--- src/rtl/inv_key_schedule_if.sv ---
// Handshake/bus bundle between the key scheduler and its user.
// master: drives start/key and observes the replayed round keys.
// slave : the scheduler itself.
interface inv_key_schedule_if;
    logic         start;
    logic [127:0] key;
    logic [127:0] roundKey;
    logic         keyValid;
    logic         cipherReset;
    logic         done;
    logic         busy;

    modport master (
        output start, key,
        input  roundKey, keyValid, cipherReset, done, busy
    );

    modport slave (
        input  start, key,
        output roundKey, keyValid, cipherReset, done, busy
    );
endinterface

--- src/rtl/inv_key_schedule.sv ---
// AES-128 round-key scheduler for the inverse cipher.
// Expands the cipher key one round per cycle into an 11-entry buffer, then
// replays it from key 10 down to key 0 with cipher reset/done controls.
// Optional build macro: INV_KEY_SCHEDULE_CACHE_EN - when defined, a start with
// the same key as the last completed expansion skips EXPAND (one PRIME cycle).
//
// state  | meaning
// IDLE   | waiting for start after reset
// EXPAND | computing buf[cnt] from buf[cnt-1], cnt = 1..10
// PRIME  | cache hit: one cycle of cipherReset before replay
// PLAY   | presenting buf[idx], idx = 10..0
// DONE   | holding key 0 with done high until the next start
module inv_key_schedule #(
    parameter int NR = 10
) (
    input logic           clk,
    input logic           reset,
    inv_key_schedule_if.slave ks
);
    localparam logic [3:0] LAST = 4'(NR);

    localparam logic [7:0] SBOX [256] = '{
        8'h63,8'h7c,8'h77,8'h7b,8'hf2,8'h6b,8'h6f,8'hc5,8'h30,8'h01,8'h67,8'h2b,8'hfe,8'hd7,8'hab,8'h76,
        8'hca,8'h82,8'hc9,8'h7d,8'hfa,8'h59,8'h47,8'hf0,8'had,8'hd4,8'ha2,8'haf,8'h9c,8'ha4,8'h72,8'hc0,
        8'hb7,8'hfd,8'h93,8'h26,8'h36,8'h3f,8'hf7,8'hcc,8'h34,8'ha5,8'he5,8'hf1,8'h71,8'hd8,8'h31,8'h15,
        8'h04,8'hc7,8'h23,8'hc3,8'h18,8'h96,8'h05,8'h9a,8'h07,8'h12,8'h80,8'he2,8'heb,8'h27,8'hb2,8'h75,
        8'h09,8'h83,8'h2c,8'h1a,8'h1b,8'h6e,8'h5a,8'ha0,8'h52,8'h3b,8'hd6,8'hb3,8'h29,8'he3,8'h2f,8'h84,
        8'h53,8'hd1,8'h00,8'hed,8'h20,8'hfc,8'hb1,8'h5b,8'h6a,8'hcb,8'hbe,8'h39,8'h4a,8'h4c,8'h58,8'hcf,
        8'hd0,8'hef,8'haa,8'hfb,8'h43,8'h4d,8'h33,8'h85,8'h45,8'hf9,8'h02,8'h7f,8'h50,8'h3c,8'h9f,8'ha8,
        8'h51,8'ha3,8'h40,8'h8f,8'h92,8'h9d,8'h38,8'hf5,8'hbc,8'hb6,8'hda,8'h21,8'h10,8'hff,8'hf3,8'hd2,
        8'hcd,8'h0c,8'h13,8'hec,8'h5f,8'h97,8'h44,8'h17,8'hc4,8'ha7,8'h7e,8'h3d,8'h64,8'h5d,8'h19,8'h73,
        8'h60,8'h81,8'h4f,8'hdc,8'h22,8'h2a,8'h90,8'h88,8'h46,8'hee,8'hb8,8'h14,8'hde,8'h5e,8'h0b,8'hdb,
        8'he0,8'h32,8'h3a,8'h0a,8'h49,8'h06,8'h24,8'h5c,8'hc2,8'hd3,8'hac,8'h62,8'h91,8'h95,8'he4,8'h79,
        8'he7,8'hc8,8'h37,8'h6d,8'h8d,8'hd5,8'h4e,8'ha9,8'h6c,8'h56,8'hf4,8'hea,8'h65,8'h7a,8'hae,8'h08,
        8'hba,8'h78,8'h25,8'h2e,8'h1c,8'ha6,8'hb4,8'hc6,8'he8,8'hdd,8'h74,8'h1f,8'h4b,8'hbd,8'h8b,8'h8a,
        8'h70,8'h3e,8'hb5,8'h66,8'h48,8'h03,8'hf6,8'h0e,8'h61,8'h35,8'h57,8'hb9,8'h86,8'hc1,8'h1d,8'h9e,
        8'he1,8'hf8,8'h98,8'h11,8'h69,8'hd9,8'h8e,8'h94,8'h9b,8'h1e,8'h87,8'he9,8'hce,8'h55,8'h28,8'hdf,
        8'h8c,8'ha1,8'h89,8'h0d,8'hbf,8'he6,8'h42,8'h68,8'h41,8'h99,8'h2d,8'h0f,8'hb0,8'h54,8'hbb,8'h16
    };

    typedef enum logic [2:0] {S_IDLE, S_EXPAND, S_PRIME, S_PLAY, S_DONE} state_t;

    state_t       state, state_nxt;
    logic [3:0]   cnt, idx;
    logic [127:0] key_buf [0:NR];
    logic [127:0] round_key;
    logic [127:0] prev_key, next_key;
    logic [31:0]  w3_rot, sub_rot;
    logic [7:0]   rcon;
    logic         start_ok, cache_hit;
    logic         key_valid, cipher_reset, done_o, busy_o;

    // Only AES-128 is implemented; flag any other round count in simulation.
    nr_supported: assert property (@(posedge clk) NR == 10)
        else $error("inv_key_schedule: NR=%0d unsupported, only 10", NR);

    assign start_ok = ks.start && (state == S_IDLE || state == S_DONE);

`ifdef INV_KEY_SCHEDULE_CACHE_EN
    logic cache_valid;

    // Cache is valid only after a complete expansion of the key now in buf[0].
    always_ff @(posedge clk or posedge reset) begin
        if (reset)
            cache_valid <= 1'b0;
        else if (start_ok && ks.key != key_buf[0])
            cache_valid <= 1'b0;
        else if (state == S_EXPAND && cnt == LAST)
            cache_valid <= 1'b1;
    end

    assign cache_hit = cache_valid && (ks.key == key_buf[0]);
`else
    assign cache_hit = 1'b0;
`endif

    // One FIPS-197 expansion step: buf[cnt-1] -> buf[cnt].
    always_comb begin
        prev_key = key_buf[cnt - 4'd1];
        w3_rot   = {prev_key[23:0], prev_key[31:24]};
        sub_rot  = {SBOX[w3_rot[31:24]], SBOX[w3_rot[23:16]],
                    SBOX[w3_rot[15:8]],  SBOX[w3_rot[7:0]]};
        case (cnt)
            4'd1:    rcon = 8'h01;
            4'd2:    rcon = 8'h02;
            4'd3:    rcon = 8'h04;
            4'd4:    rcon = 8'h08;
            4'd5:    rcon = 8'h10;
            4'd6:    rcon = 8'h20;
            4'd7:    rcon = 8'h40;
            4'd8:    rcon = 8'h80;
            4'd9:    rcon = 8'h1b;
            4'd10:   rcon = 8'h36;
            default: rcon = 8'h00;
        endcase
        next_key[127:96] = prev_key[127:96] ^ sub_rot ^ {rcon, 24'h0};
        next_key[95:64]  = prev_key[95:64]  ^ next_key[127:96];
        next_key[63:32]  = prev_key[63:32]  ^ next_key[95:64];
        next_key[31:0]   = prev_key[31:0]   ^ next_key[63:32];
    end

    // Next-state and control outputs.
    always_comb begin
        state_nxt    = state;
        key_valid    = 1'b0;
        cipher_reset = 1'b0;
        done_o       = 1'b0;
        busy_o       = 1'b0;
        case (state)
            S_IDLE: begin
                if (ks.start) state_nxt = cache_hit ? S_PRIME : S_EXPAND;
            end
            S_EXPAND: begin
                busy_o = 1'b1;
                if (cnt == LAST) begin
                    cipher_reset = 1'b1;
                    state_nxt    = S_PLAY;
                end
            end
            S_PRIME: begin
                busy_o       = 1'b1;
                cipher_reset = 1'b1;
                state_nxt    = S_PLAY;
            end
            S_PLAY: begin
                busy_o    = 1'b1;
                key_valid = 1'b1;
                if (idx == 4'd0) begin
                    done_o    = 1'b1;
                    state_nxt = S_DONE;
                end
            end
            S_DONE: begin
                done_o = 1'b1;
                if (ks.start) state_nxt = cache_hit ? S_PRIME : S_EXPAND;
            end
            default: state_nxt = S_IDLE;
        endcase
    end

    // State, counters and the registered round-key output.
    always_ff @(posedge clk or posedge reset) begin
        if (reset) begin
            state     <= S_IDLE;
            cnt       <= 4'd0;
            idx       <= 4'd0;
            round_key <= 128'h0;
        end else begin
            state <= state_nxt;
            case (state)
                S_IDLE, S_DONE: begin
                    if (ks.start) begin
                        cnt       <= 4'd1;
                        round_key <= 128'h0;
                    end
                end
                S_EXPAND: begin
                    if (cnt == LAST) begin
                        cnt       <= 4'd0;
                        idx       <= LAST;
                        round_key <= next_key;
                    end else begin
                        cnt <= cnt + 4'd1;
                    end
                end
                S_PRIME: begin
                    cnt       <= 4'd0;
                    idx       <= LAST;
                    round_key <= key_buf[LAST];
                end
                S_PLAY: begin
                    if (idx != 4'd0) begin
                        idx       <= idx - 4'd1;
                        round_key <= key_buf[idx - 4'd1];
                    end
                end
                default: ;
            endcase
        end
    end

    // Round-key buffer; contents are don't-care after reset.
    always_ff @(posedge clk) begin
        if (start_ok)
            key_buf[0] <= ks.key;
        else if (state == S_EXPAND)
            key_buf[cnt] <= next_key;
    end

    assign ks.roundKey    = round_key;
    assign ks.keyValid    = key_valid;
    assign ks.cipherReset = cipher_reset;
    assign ks.done        = done_o;
    assign ks.busy        = busy_o;
endmodule

--- src/flat_wrapper.sv ---
// flat-port wrapper written by rule: the top's interface ports become plain ports
module inv_key_schedule_flat 
#(
    parameter int NR = 10
)
  (clk, reset, ks_start, ks_key, ks_roundKey, ks_keyValid, ks_cipherReset, ks_done, ks_busy);
  inv_key_schedule_if ks_i ();
  input logic clk;
  input logic reset;
  input wire logic [$bits(ks_i.start)-1:0] ks_start;
  input wire logic [$bits(ks_i.key)-1:0] ks_key;
  output wire logic [$bits(ks_i.roundKey)-1:0] ks_roundKey;
  output wire logic [$bits(ks_i.keyValid)-1:0] ks_keyValid;
  output wire logic [$bits(ks_i.cipherReset)-1:0] ks_cipherReset;
  output wire logic [$bits(ks_i.done)-1:0] ks_done;
  output wire logic [$bits(ks_i.busy)-1:0] ks_busy;
  assign ks_i.start = ks_start;
  assign ks_i.key = ks_key;
  assign ks_roundKey = ks_i.roundKey;
  assign ks_keyValid = ks_i.keyValid;
  assign ks_cipherReset = ks_i.cipherReset;
  assign ks_done = ks_i.done;
  assign ks_busy = ks_i.busy;
  inv_key_schedule #(.NR(NR)) u_core (.clk(clk), .reset(reset), .ks(ks_i));
endmodule
--- config.mk ---
export PLATFORM = sky130hd
export DESIGN_NAME = inv_key_schedule_flat
export DESIGN_NICKNAME = d
export VERILOG_FILES = /design/src/rtl/inv_key_schedule_if.sv /design/src/rtl/inv_key_schedule.sv /design/src/flat_wrapper.sv
export SDC_FILE = /design/constraint.sdc
export NUM_CORES = 2
export LEC_CHECK = 0
export CAP_MARGIN = 20
export CELL_PAD_IN_SITES_DETAIL_PLACEMENT = 2
export CELL_PAD_IN_SITES_GLOBAL_PLACEMENT = 2
export CORE_AREA = 3 3 348 608
export DETAILED_ROUTE_END_ITERATION = 7
export DIE_AREA = 0 0 351 611
export PLACE_DENSITY = 0.82
export RECOVER_POWER = 100
export REMOVE_ABC_BUFFERS = 1
export SYNTH_ARGS = -nofsm -noshare
export SYNTH_HDL_FRONTEND = slang
export SYNTH_SLANG_ARGS = --single-unit
--- constraint.sdc ---
create_clock -name clk -period 19.92 [get_ports clk]
set_input_delay 3.984 -clock clk [delete_from_list [all_inputs] [get_ports clk]]
set_output_delay 3.984 -clock clk [all_outputs]
set_load 0.05 [all_outputs]
**Layout detail**

Window x 75 to 100, y 446 to 471 um. Cells in gray, sequential cells in the stronger gray; small squares are vias.
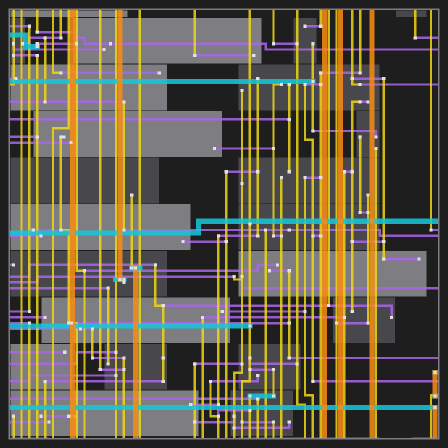
Key: metal 1 = purple; metal 4 = orange; metal 2 = yellow; metal 3 = cyan
Netlist names of flops here include u_core.key_buf (7). Most frequent: edfxtp_1 (7), mux2i_1 (4), mux4_2 (3). Sequential cells in the window: 7. 19 logic cells have their middle in the window.

**Routing congestion**

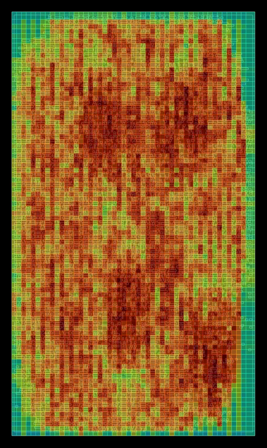
most used routing layer in global routing: met2
global-route met2 utilization: 66.6%
GRT Overall Usage: 39.6%
met1 routing resource usage after global routing: 46.2%
Global Route met3 Usage: 7.13%

**Cell classes on the final placement**

(1 px per um)
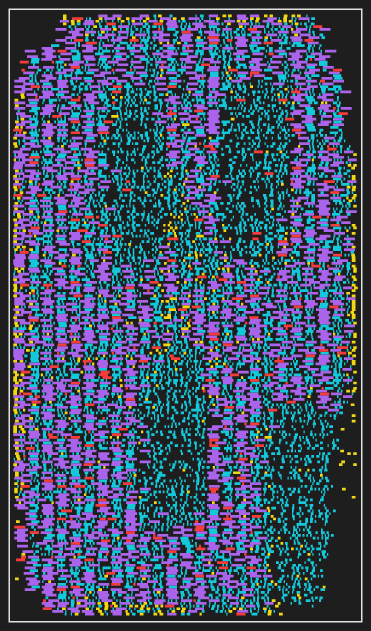
Key: combinational and other logic = cyan [cells 5,445]; other buffers and delay cells = yellow [cells 564]; flops = purple [cells 1,547]; clock drivers and dummy loads = red [cells 288]
row cnt: 221
Core Util, Final: 48.8%

**The metal 1 layer**

(1 px per um)
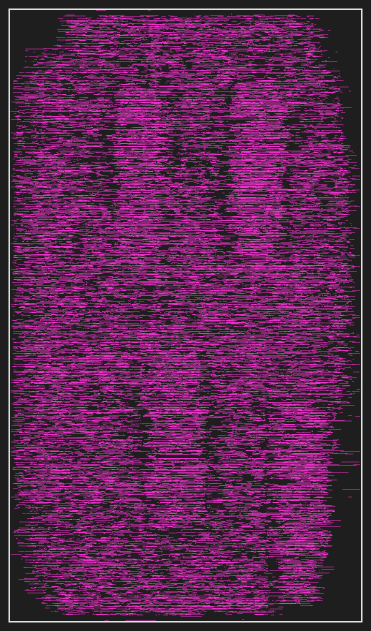
The wires run mostly horizontal. The layer carries 152 mm of wire. 7,507 nets have wire on it.
vias after detailed routing: 77.1k
drt total wl: 433,000 um

==> results.txt <==
Synthesis and PnR results.

- In the detailed route, the total length drawn on met3 is 34,400 um.
- Looking at the hold checks, the worst path lands on u_core.ks.roundKey[85].
- The worst path buffer plus inverter count reads 4.
- The filler-free cell count of the finished design is 10.5k.
- The most common logic cell in the final layout is sky130_fd_sc_hd__edfxtp_1.
- The hold buffer count at CTS reads 0.
- The wire length on met1 reads 152,000 um.
- The critical path's slowest cell reads sky130_fd_sc_hd__ha_1.
- Per the OpenROAD timing report, the critical path contains 17 cells.
- The number of hold violations in the final report reads 0.
- The count of inverters not on the clock network in the layout reads 51.
- The share of synthesized area occupied by flip-flops and latches is 50.3%.
- The placer congestion estimate reads 1.00.
- The final reports fail on capacitance limit, slew limit.
- The worst max-slew margin expressed relative to the limit reads -533%.
- The area share of the leading cell type in the synthesized netlist reads about 46%.
- The number of instances on the worst hold path is 1.
- In this run the maximum-capacitance check reported violations numbering 52.
- The script logs the mean routed wire length per placed instance as 41.1 um.
- The path depth of the worst reg2reg path reads 17.
- The endpoint of the worst setup timing path reads u_core.key_buf[10][46].
- The flop-to-flop setup slack is 4.50 ns.
- After Yosys synthesis, and, or, nand and nor cells account for just over 9% of the synthesized area.
- The worst-path maximum fanout reads 97.
- The final timing summary puts the cycle share of the worst path at 77.4%.
- The post-CTS setup-driven buffer insertion count reads 0.
- The number of antenna violations at the first check in global routing is 16.
- Counting flops and latches in the post-synthesis netlist gives 1,547.
- The overall die width is 351 um.
- Post-synth the commonest register cell is sky130_fd_sc_hd__edfxtp_1.
- The maximum clock frequency is 0.0649 GHz.
- The accumulated negative setup slack is 0 ns.
- Setup repair after global routing left no endpoint under its margin.
- Sequential cells placed in the final layout were counted as 1,547.
- In this design, the stage delay of the slowest critical-path cell is 2.63 ns.
- STA classifies the critical path startpoint as a flip-flop.
- The adder-cell area share of the yosys netlist is 0.838%.
- In the final layout, the share of cells above drive strength 1 is 13.1%.
- The starting utilization of the core area is 44.0%.
- Per the synthesis report, the AND-OR/OR-AND share of the synthesized area is 15.8%.
- After detailed routing, no signal wire sits above met5.
- The final count of pins violating max slew reads 1,949.
- The source-to-sink clock delay at the later pin of the worst-skew pair reads around 0.86 ns.
- Summed over all nets, the half-perimeter wirelength after detailed placement is between 200,000 and 300,000 um.
- By instance count after routing, the leading logic cell types are sky130_fd_sc_hd__edfxtp_1, sky130_fd_sc_hd__nand2_1, sky130_fd_sc_hd__nor2_1.
- The run finished, with violations left.
- The post-placement worst setup slack reads 9.21 ns.
- After layout the signal buffers, clock cells excluded, come to 4.57% of cell area.
- The number of sinks handled by clock tree synthesis reads 1,547.
- The vertical die size reads 611 um.
- Per the GRT congestion report, total overflow comes to 0.
- For this run, combinational gates with multiple inputs come to 5,394.
- The worst flop-to-flop path endpoint reads u_core.key_buf[10][46].
- The portion of netlist area occupied by mux cells reads 17.6%.
- Wire segments on met2 add up to approximately 210,000 um in the final route.
- The instance area after placement reads 96,000 um2.
- The dominant combinational cell family by area after synthesis reads multiplexers.
- The via count of the first global-routing pass reads 83.8k.
- The clock passes through at most 4 buffers.
- The endpoint class of the critical path reads a flip-flop.
- The number of buffers inserted during clock tree synthesis is between 150 and 200.
- The launching element of the worst setup path is u_core.cnt[0].
- The synthesized area divided by synthesized cell count is 11.8 um2.
- The biggest area contributor in the post-synthesis netlist is sky130_fd_sc_hd__edfxtp_1.
- The launch instance of the worst register-to-register path reads u_core.cnt[0].
